==> src/rtl/cpu_stim_sequencer_pkg.sv <==
// Shared types and helpers for the CPU run controller: FSM state encoding,
// capture counter width and the phase-counter width calculation.
package cpu_seq_pkg;

  typedef enum logic [2:0] {
    IDLE,
    PRE,
    RESET,
    RUN,
    DONE
  } state_t;

  localparam int CAP_CNT_W = 16;

  // Wide enough to hold the longer of the two reset phases.
  function automatic int phase_w(input int pre_cyc, input int rst_cyc);
    return $clog2(((pre_cyc > rst_cyc) ? pre_cyc : rst_cyc) + 1);
  endfunction

endpackage

==> src/rtl/cpu_stim_sequencer_fifo.sv <==
// Stimulus buffer: circular storage with a consuming read pointer and a
// separate non-destructive replay pointer used for looping playback.
module stim_fifo #(
  parameter int DATA_W = 30,
  parameter int DEPTH  = 8,
  localparam int AW    = $clog2(DEPTH)
) (
  input  logic              clk,
  input  logic              rst,
  input  logic              push,
  input  logic [DATA_W:0]   din,
  input  logic              pop,
  input  logic              replay_rst,
  input  logic              replay_adv,
  output logic [DATA_W:0]   head,
  output logic [DATA_W:0]   replay_data,
  output logic [AW:0]       count
);

  logic [DATA_W:0] mem [DEPTH];
  logic [AW-1:0]   wr_ptr;
  logic [AW-1:0]   rd_ptr;
  logic [AW-1:0]   rp;
  logic [AW-1:0]   rp_nxt;

  assign head        = mem[rd_ptr];
  assign replay_data = mem[rp];
  assign rp_nxt      = rp + 1'b1;

  always_ff @(posedge clk) begin
    if (push) mem[wr_ptr] <= din;
  end

  always_ff @(posedge clk or negedge rst) begin
    if (!rst) begin
      wr_ptr <= '0;
      rd_ptr <= '0;
      rp     <= '0;
      count  <= '0;
    end else begin
      if (push) wr_ptr <= wr_ptr + 1'b1;
      if (pop)  rd_ptr <= rd_ptr + 1'b1;
      case ({push, pop})
        2'b10:   count <= count + 1'b1;
        2'b01:   count <= count - 1'b1;
        default: ;
      endcase
      // Replay walks the live window rd_ptr .. wr_ptr-1 and wraps to its start.
      if (replay_rst)
        rp <= rd_ptr;
      else if (replay_adv)
        rp <= (rp_nxt == wr_ptr) ? rd_ptr : rp_nxt;
    end
  end

endmodule

==> src/rtl/cpu_stim_sequencer.sv <==
// Run controller in front of cpu_top: sequences the CPU reset pulse, streams
// buffered stimulus onto x1/x2 (once or looping) and captures y2 on y1.
module cpu_stim_sequencer
  import cpu_seq_pkg::*;
#(
  parameter int   DATA_W  = 30,
  parameter int   DEPTH   = 8,
  parameter int   PRE_CYC = 5,
  parameter int   RST_CYC = 5,
  parameter logic X1_INIT = 1'b1
) (
  input  logic                 clk,
  input  logic                 rst,
  input  logic                 start,
  input  logic                 loop,
  input  logic                 stop,
  input  logic                 ld_valid,
  output logic                 ld_ready,
  input  logic [DATA_W:0]      ld_data,
  output logic                 cpu_rst,
  output logic                 cpu_x1,
  output logic [DATA_W-1:0]    cpu_x2,
  input  logic                 cpu_y1,
  input  logic [DATA_W-1:0]    cpu_y2,
  output logic                 cap_valid,
  output logic [DATA_W-1:0]    cap_data,
  output logic [CAP_CNT_W-1:0] cap_cnt,
  output logic                 busy,
  output logic                 done
);

  localparam int AW = $clog2(DEPTH);
  localparam int PW = phase_w(PRE_CYC, RST_CYC);

  state_t          state;
  logic            loop_q;
  logic [PW-1:0]   phase;
  logic [AW:0]     count;
  logic [DATA_W:0] head;
  logic [DATA_W:0] replay_data;
  logic            empty;
  logic            in_run;
  logic            push;
  logic            pop;
  logic            replay_adv;

  assign empty      = (count == '0);
  assign in_run     = (state == RUN);
  assign pop        = in_run && !loop_q && !stop && !empty;
  assign replay_adv = in_run &&  loop_q && !stop && !empty;
  // No bypass: a full buffer refuses data even if it is popping this cycle.
  assign ld_ready   = rst && (count < (AW+1)'(DEPTH)) && !(in_run && loop_q);
  assign push       = ld_valid && ld_ready;
  assign busy       = (state != IDLE);

  stim_fifo #(
    .DATA_W (DATA_W),
    .DEPTH  (DEPTH)
  ) u_fifo (
    .clk         (clk),
    .rst         (rst),
    .push        (push),
    .din         (ld_data),
    .pop         (pop),
    .replay_rst  (!in_run),
    .replay_adv  (replay_adv),
    .head        (head),
    .replay_data (replay_data),
    .count       (count)
  );

  always_ff @(posedge clk or negedge rst) begin
    if (!rst) begin
      state     <= IDLE;
      loop_q    <= 1'b0;
      phase     <= '0;
      cpu_rst   <= 1'b0;
      cpu_x1    <= X1_INIT;
      cpu_x2    <= '0;
      cap_valid <= 1'b0;
      cap_data  <= '0;
      cap_cnt   <= '0;
      done      <= 1'b0;
    end else begin
      done      <= 1'b0;
      cap_valid <= 1'b0;
      case (state)
        IDLE: begin
          if (start) begin
            state   <= PRE;
            loop_q  <= loop;
            cap_cnt <= '0;
            phase   <= PW'(PRE_CYC - 1);
          end
        end
        PRE: begin
          if (phase == '0) begin
            state   <= RESET;
            cpu_rst <= 1'b1;
            phase   <= PW'(RST_CYC - 1);
          end else begin
            phase <= phase - 1'b1;
          end
        end
        RESET: begin
          if (phase == '0) begin
            state   <= RUN;
            cpu_rst <= 1'b0;
          end else begin
            phase <= phase - 1'b1;
          end
        end
        RUN: begin
          // A looping run never drains, so only stop ends it.
          if (stop || (empty && !loop_q)) begin
            state <= DONE;
            done  <= 1'b1;
          end
          if (pop)
            {cpu_x1, cpu_x2} <= head;
          else if (replay_adv)
            {cpu_x1, cpu_x2} <= replay_data;
          if (cpu_y1) begin
            cap_valid <= 1'b1;
            cap_data  <= cpu_y2;
            if (cap_cnt != '1) cap_cnt <= cap_cnt + 1'b1;
          end
        end
        DONE:    state <= IDLE;
        default: state <= IDLE;
      endcase
    end
  end

endmodule

==> config.mk <==
export PLATFORM = sky130hd
export DESIGN_NAME = cpu_stim_sequencer
export DESIGN_NICKNAME = d
export VERILOG_FILES = /design/src/rtl/cpu_stim_sequencer_pkg.sv /design/src/rtl/cpu_stim_sequencer_fifo.sv /design/src/rtl/cpu_stim_sequencer.sv
export SDC_FILE = /design/constraint.sdc
export NUM_CORES = 1
export LEC_CHECK = 0
export CELL_PAD_IN_SITES_DETAIL_PLACEMENT = 1
export CELL_PAD_IN_SITES_GLOBAL_PLACEMENT = 2
export CORE_MARGIN = 2
export CORE_UTILIZATION = 35
export DETAILED_ROUTE_END_ITERATION = 7
export PLACE_DENSITY_LB_ADDON = 0.1
export REMOVE_ABC_BUFFERS = 1
export SLEW_MARGIN = 20
export SYNTH_ARGS = -nofsm -noshare
export SYNTH_HDL_FRONTEND = slang
export SYNTH_SLANG_ARGS = --single-unit
==> constraint.sdc <==
create_clock -name clk -period 4.45 [get_ports clk]
set_input_delay 0.89 -clock clk [delete_from_list [all_inputs] [get_ports clk]]
set_output_delay 0.89 -clock clk [all_outputs]
set_load 0.01 [all_outputs]
Fig. 1: run 1, cell sizes after repair
Bar = 50 um.
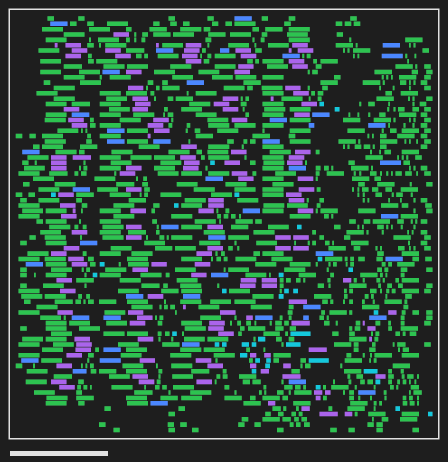
[green] x1 and smaller | cells: 977 | share: 81% | most used: edfxtp_1
[purple] x2 | cells: 144 | share: 12% | most used: mux4_2
[blue] x6 and larger | cells: 48 | share: 4.0% | most used: clkbuf_16
[cyan] x3 and x4 | cells: 36 | share: 3.0% | most used: buf_4
fin area: 19400 um^2
bufs w/o clock: 178
area delta synth->final: 21.2%
setup ws final: 1.14 ns

Fig. 2: run 1, clock distribution
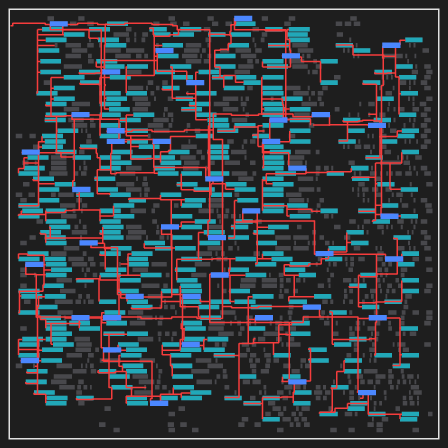
[blue] clock-net drivers | count: 41
[cyan] flip-flops | count: 348
[red] clock wires | length: 4990 um
routed clock nets: 42
flops lie: spread over the die
clk_lat worst skew: 0.56 ns
Clock Power Share: 26.5%
Clk. pwr: 0.00322 W

==> reports/results.ini, run 1 <==
[status]
status=complete, no violations

[timing]
maxSlewHeadroom_pct=35.8
drv_slew=0
whs_ns=0.470
period_used_pct=74.4
tightest_slew_ns=0.962
rsz0062_at_grt=false
finalSetupViolCount=0

[worst_setup_path]
crit_type=reg -> out
worstRegToRegCells=11
crit_cells=4
cp_num_buf_inv=2
r2r_end=u_fifo.count[2]
cp_top_family=buffers and inverters
crit_start=state[1]
required_ns=3.56
reg2reg_slack_ns=1.51
start_kind=flop

[die]
die_width_um=218
ios=150
fp_util_pct=35.3

[route]
firstDrtPassIters=4
post-route-drc-count=0
route.met3.wl_um=2060
wl_um=42400

[yosys]
avgSynthCellArea_um2=15.6
ys.warnings.count=0
yosys-stat-area_um2=16000
edf_count=248
common_cells=edfxtp_1, nand2_1, mux4_2
ys_types=61
top_cell_area_share_pct=46.5

[clock_tree]
cts_buffers=41

[place]
io_buffers=149

[pwr]
p_leak_nw=6.86
peakVddDrop_mv=0.328

[grt]
met3_usage_pct=3.60
globalRouteTotalUtil_pct=18.2
grt_max_degree=63
grt_pass1_vias=10400

[min_path]
holdPathStages=2

[job]
drv_cap=0

Fig. 3: run 1, placement view
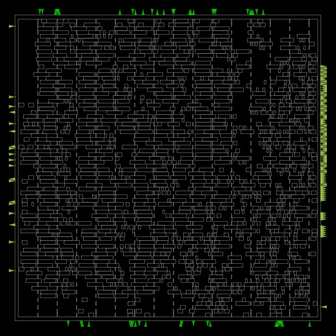
Core Box Area: 45300 um^2
Final Non-Filler Cells: 1805
fin util: 42.8%

## run 1: cell type report
class / count / area [um^2]
fill: 4509 / 25900
sequential: 348 / 9960
multi-input combinational: 590 / 5650
timing repair buffer: 178 / 1720
clock buffer: 59 / 1100
tap: 600 / 751
clock inverter: 16 / 159
inverter: 14 / 52.6
## run 1: flip-flops by register name (all words and copies together), names as in the netlist
signal	cells
u_fifo.mem	248
cap_data	30
cpu_x2	30
cap_cnt	16
u_fifo.count	4
phase	3
state	3
u_fifo.rd_ptr	3
u_fifo.rp	3
u_fifo.wr_ptr	3
cap_valid	1
cpu_rst	1
cpu_x1	1
done	1
loop_q	1
## run 1: cells by family (layout without fill, tap and decap cells)
| logic type | count (synthesis) | count (layout) | share of synthesized area, % |
|---|---|---|---|
| AND/OR/NAND/NOR | 294 | 294 | 8.71 |
| AND-OR/OR-AND | 140 | 140 | 6.43 |
| multiplexers | 134 | 134 | 18.4 |
| buffers and inverters | 86 | 267 | 2.81 |
| XOR/XNOR | 13 | 13 | 0.805 |
| adder cells (fa/ha/maj) | 9 | 9 | 0.704 |
| flip-flops | 348 | 348 | 62.2 |
## run 1: cells in the final DEF (no fill, tap or decap), drive strengths merged, types with 5 or more instances in the layout
| master | Yosys | layout |
|---|---|---|
| nand3 | 9 | 9 |
| or3 | 5 | 5 |
| nand4 | 5 | 5 |
| xnor2 | 7 | 7 |
| xor2 | 5 | 5 |
| a211oi | 15 | 15 |
| mux4 | 124 | 124 |
| edfxtp | 248 | 248 |
| clkbuf | 29 | 59 |
| a31oi | 32 | 32 |
| o21ai | 10 | 10 |
| nor4 | 7 | 7 |
| nor2 | 18 | 18 |
| clkinv | 0 | 11 |
| nor3 | 8 | 8 |
| nand2 | 178 | 178 |
| nand2b | 9 | 9 |
| buf | 43 | 30 |
| o211ai | 6 | 6 |
| ha | 9 | 9 |
| a211o | 19 | 19 |
| a21oi | 12 | 12 |
| clkdlybuf4s50 | 0 | 148 |
| dfrtp | 99 | 99 |
| a22o | 19 | 19 |
| o31ai | 13 | 13 |
| nor2b | 32 | 32 |
| inv | 14 | 16 |
| mux2i | 6 | 6 |
| and3 | 13 | 13 |
## run 1: report_power, final
part	internal, W	total [W]	switching [W]
sequential	0.00403	0.00475	0.000716
combinational	0.00224	0.00417	0.00193
clock	0.00190	0.00322	0.00132
total	0.00817	0.0121	0.00396
## run 1: stage by stage
| step | instances | area (um^2) |
|---|---|---|
| floorplan | 952 | 15600 |
| global placement | 1730 | 18100 |
| detailed placement | 1730 | 18100 |
| CTS | 1805 | 19400 |
| global route | 1805 | 19400 |
| finish | 1805 | 19400 |
## run 1: worst reg2reg max path, delay by kind of cell, from the launching register on
family | cells | cell delay, ns
simple gates | 3 | 0.61
fa+ha+maj | 2 | 0.56
flops | 1 | 0.55
xor+xnor | 3 | 0.48
compound gates | 2 | 0.40
buf+inv | 1 | 0.20
Fig. 4: run 1, wire density map
The die is cut into 22 by 22 equal tiles; dark blue is low, red is high, scaled to the fullest tile. Values are wire area over tile area, all layers added.
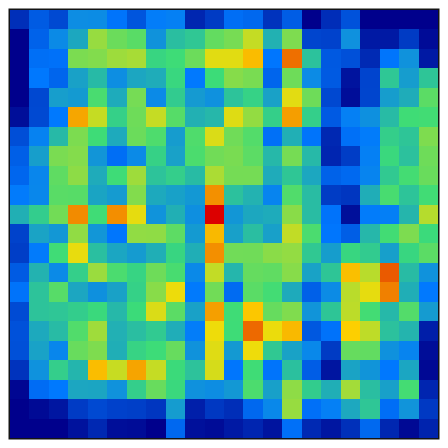

==> run 2: changes to the inputs <==
- clock period: 4.45 -> 3.45 ns (I/O delays scaled with it)
Fig. 5: run 2, wire density map
The die is cut into 22 by 22 equal tiles; dark blue is low, red is high, scaled to the fullest tile. Values are wire area over tile area, all layers added.
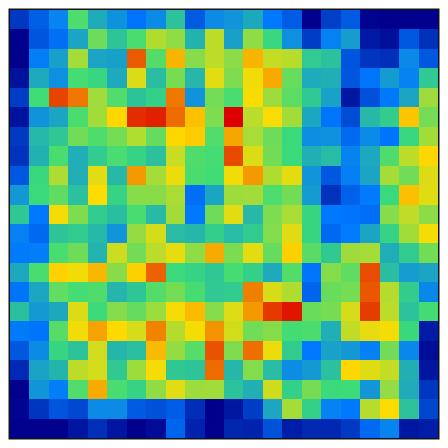
fullest tile: 0.30
mean over tiles: 0.14
tiles over half the peak: 46%
emptiest ninth of the die: north-east
nearly empty tiles: 3.1%
Avg WL per Cell: 23.7 um
gr usage total: 18.5%
DR vias: 9716
Total Wirelength: 42900 um

==> reports/results.ini, run 2 <==
[yosys]
yosys-stat-area_um2=16000
compound_area_share_pct=6.43
ys.warnings.count=0
ys_types=61
synthMuxAreaShare_pct=18.4
edf_count=248
avgSynthCellArea_um2=15.6

[final_layout]
largest_reg_flops=248
largestRegisters=u_fifo.mem (248), cap_data (30), cpu_x2 (30)
final_core_util_pct=43.3
largest_register=u_fifo.mem

[timing]
tightest_slew_ns=0.897
finalSetupViolCount=0
fin_ws_ns=0.545

[route]
firstDrtPassIters=4

[die]
core-area_um2=45300
ios=150

[grt]
grt_pass1_vias=10600

[status]
status=complete, no violations

[pwr]
p_int_w=0.0107
switchingPower_w=0.00513

[worst_setup_path]
start_kind=flop
required_ns=2.76

[clock_tree]
cts_buffers=41

Fig. 6: run 2, clock distribution
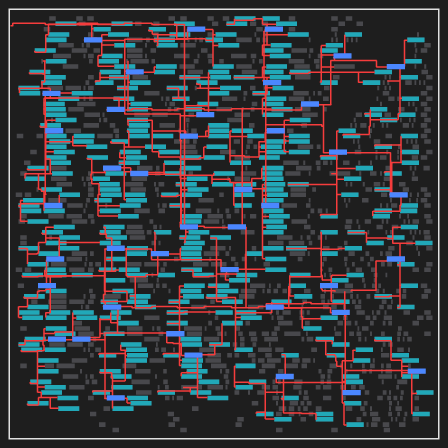
Clock Power Share: 26.8%
Clk. pwr: 0.00425 W
clk_lat worst skew: 0.58 ns
clock skew: 0.0300 ns

[run 2: cell type report]
type / count / area, um^2 / area share, %
tap: 600 / 751 / 3.83
multi-input combinational: 590 / 5650 / 28.8
inverter: 14 / 52.6 / 0.268
clock inverter: 12 / 159 / 0.811
clock buffer: 62 / 1160 / 5.90
timing repair buffer: 186 / 1870 / 9.52
sequential: 348 / 9960 / 50.8
[run 2: power groups by stage]
stage               combinational, W  sequential (W)  clock (W)
floorplan                    0.00302         0.00645          0
global placement             0.00567         0.00607          0
detailed placement           0.00573         0.00608          0
CTS                          0.00574         0.00601    0.00438
global route                 0.00613         0.00611    0.00453
finish                       0.00561         0.00598    0.00425
[run 2: per-stage QoR]
| step | cells | total power, W | area (um^2) | hold WS [ns] |
|---|---|---|---|---|
| final | 1812 | 0.0158 | 19600 | 0.319 |
| after global routing | 1812 | 0.0168 | 19600 | 0.363 |
| after CTS | 1812 | 0.0161 | 19600 | 0.331 |
| after detailed placement | 1738 | 0.0118 | 18300 | 0.463 |
| after global placement | 1738 | 0.0117 | 18300 | 0.457 |
| after floorplan | 952 | 0.00947 | 15600 | 0.394 |
[run 2: logic make-up after synthesis]
| logic type | after synthesis |
|---|---|
| DFF | 348 |
| and+or+nand+nor | 294 |
| AOI/OAI and AO/OA | 140 |
| muxes | 134 |
| buffers and inverters | 86 |
| xor gates and xnor gates | 13 |
| adders and majority gates | 9 |
[run 2: worst max-delay path by stage]
stage | start | slack, ns | end | depth (start not counted)
final | state[0] | 0.54 | ld_ready | 3
after global routing | state[0] | 0.46 | ld_ready | 3
after CTS | state[0] | 0.52 | ld_ready | 3
after detailed placement | ld_valid | 0.60 | u_fifo.count[2] | 9
after global placement | ld_valid | 0.61 | u_fifo.count[2] | 9
after floorplan | loop_q | -1.58 | u_fifo.mem[0][0] | 3
[run 2: critical path, stage by stage (launching register included)]
cell             delay, ns
dfrtp_1               0.52
and3b_1               0.28
a21oi_2               0.26
clkdlybuf4s50_1       0.60
[run 2: metal layers]
| layer | GRT usage, % | vias to the layer above | part of all wire [%] |
|---|---|---|---|
| met5 | 0 | - | 0 |
| met4 | 3.99 | 0 | 1.5 |
| met1 | 24.2 | 5135 | 45 |
| li1 | - | 4344 | - |
| met2 | 32.0 | 191 | 50 |
| met3 | 3.29 | 46 | 4.0 |
Power figures rest on the tool's default switching activity, not on a simulated workload.
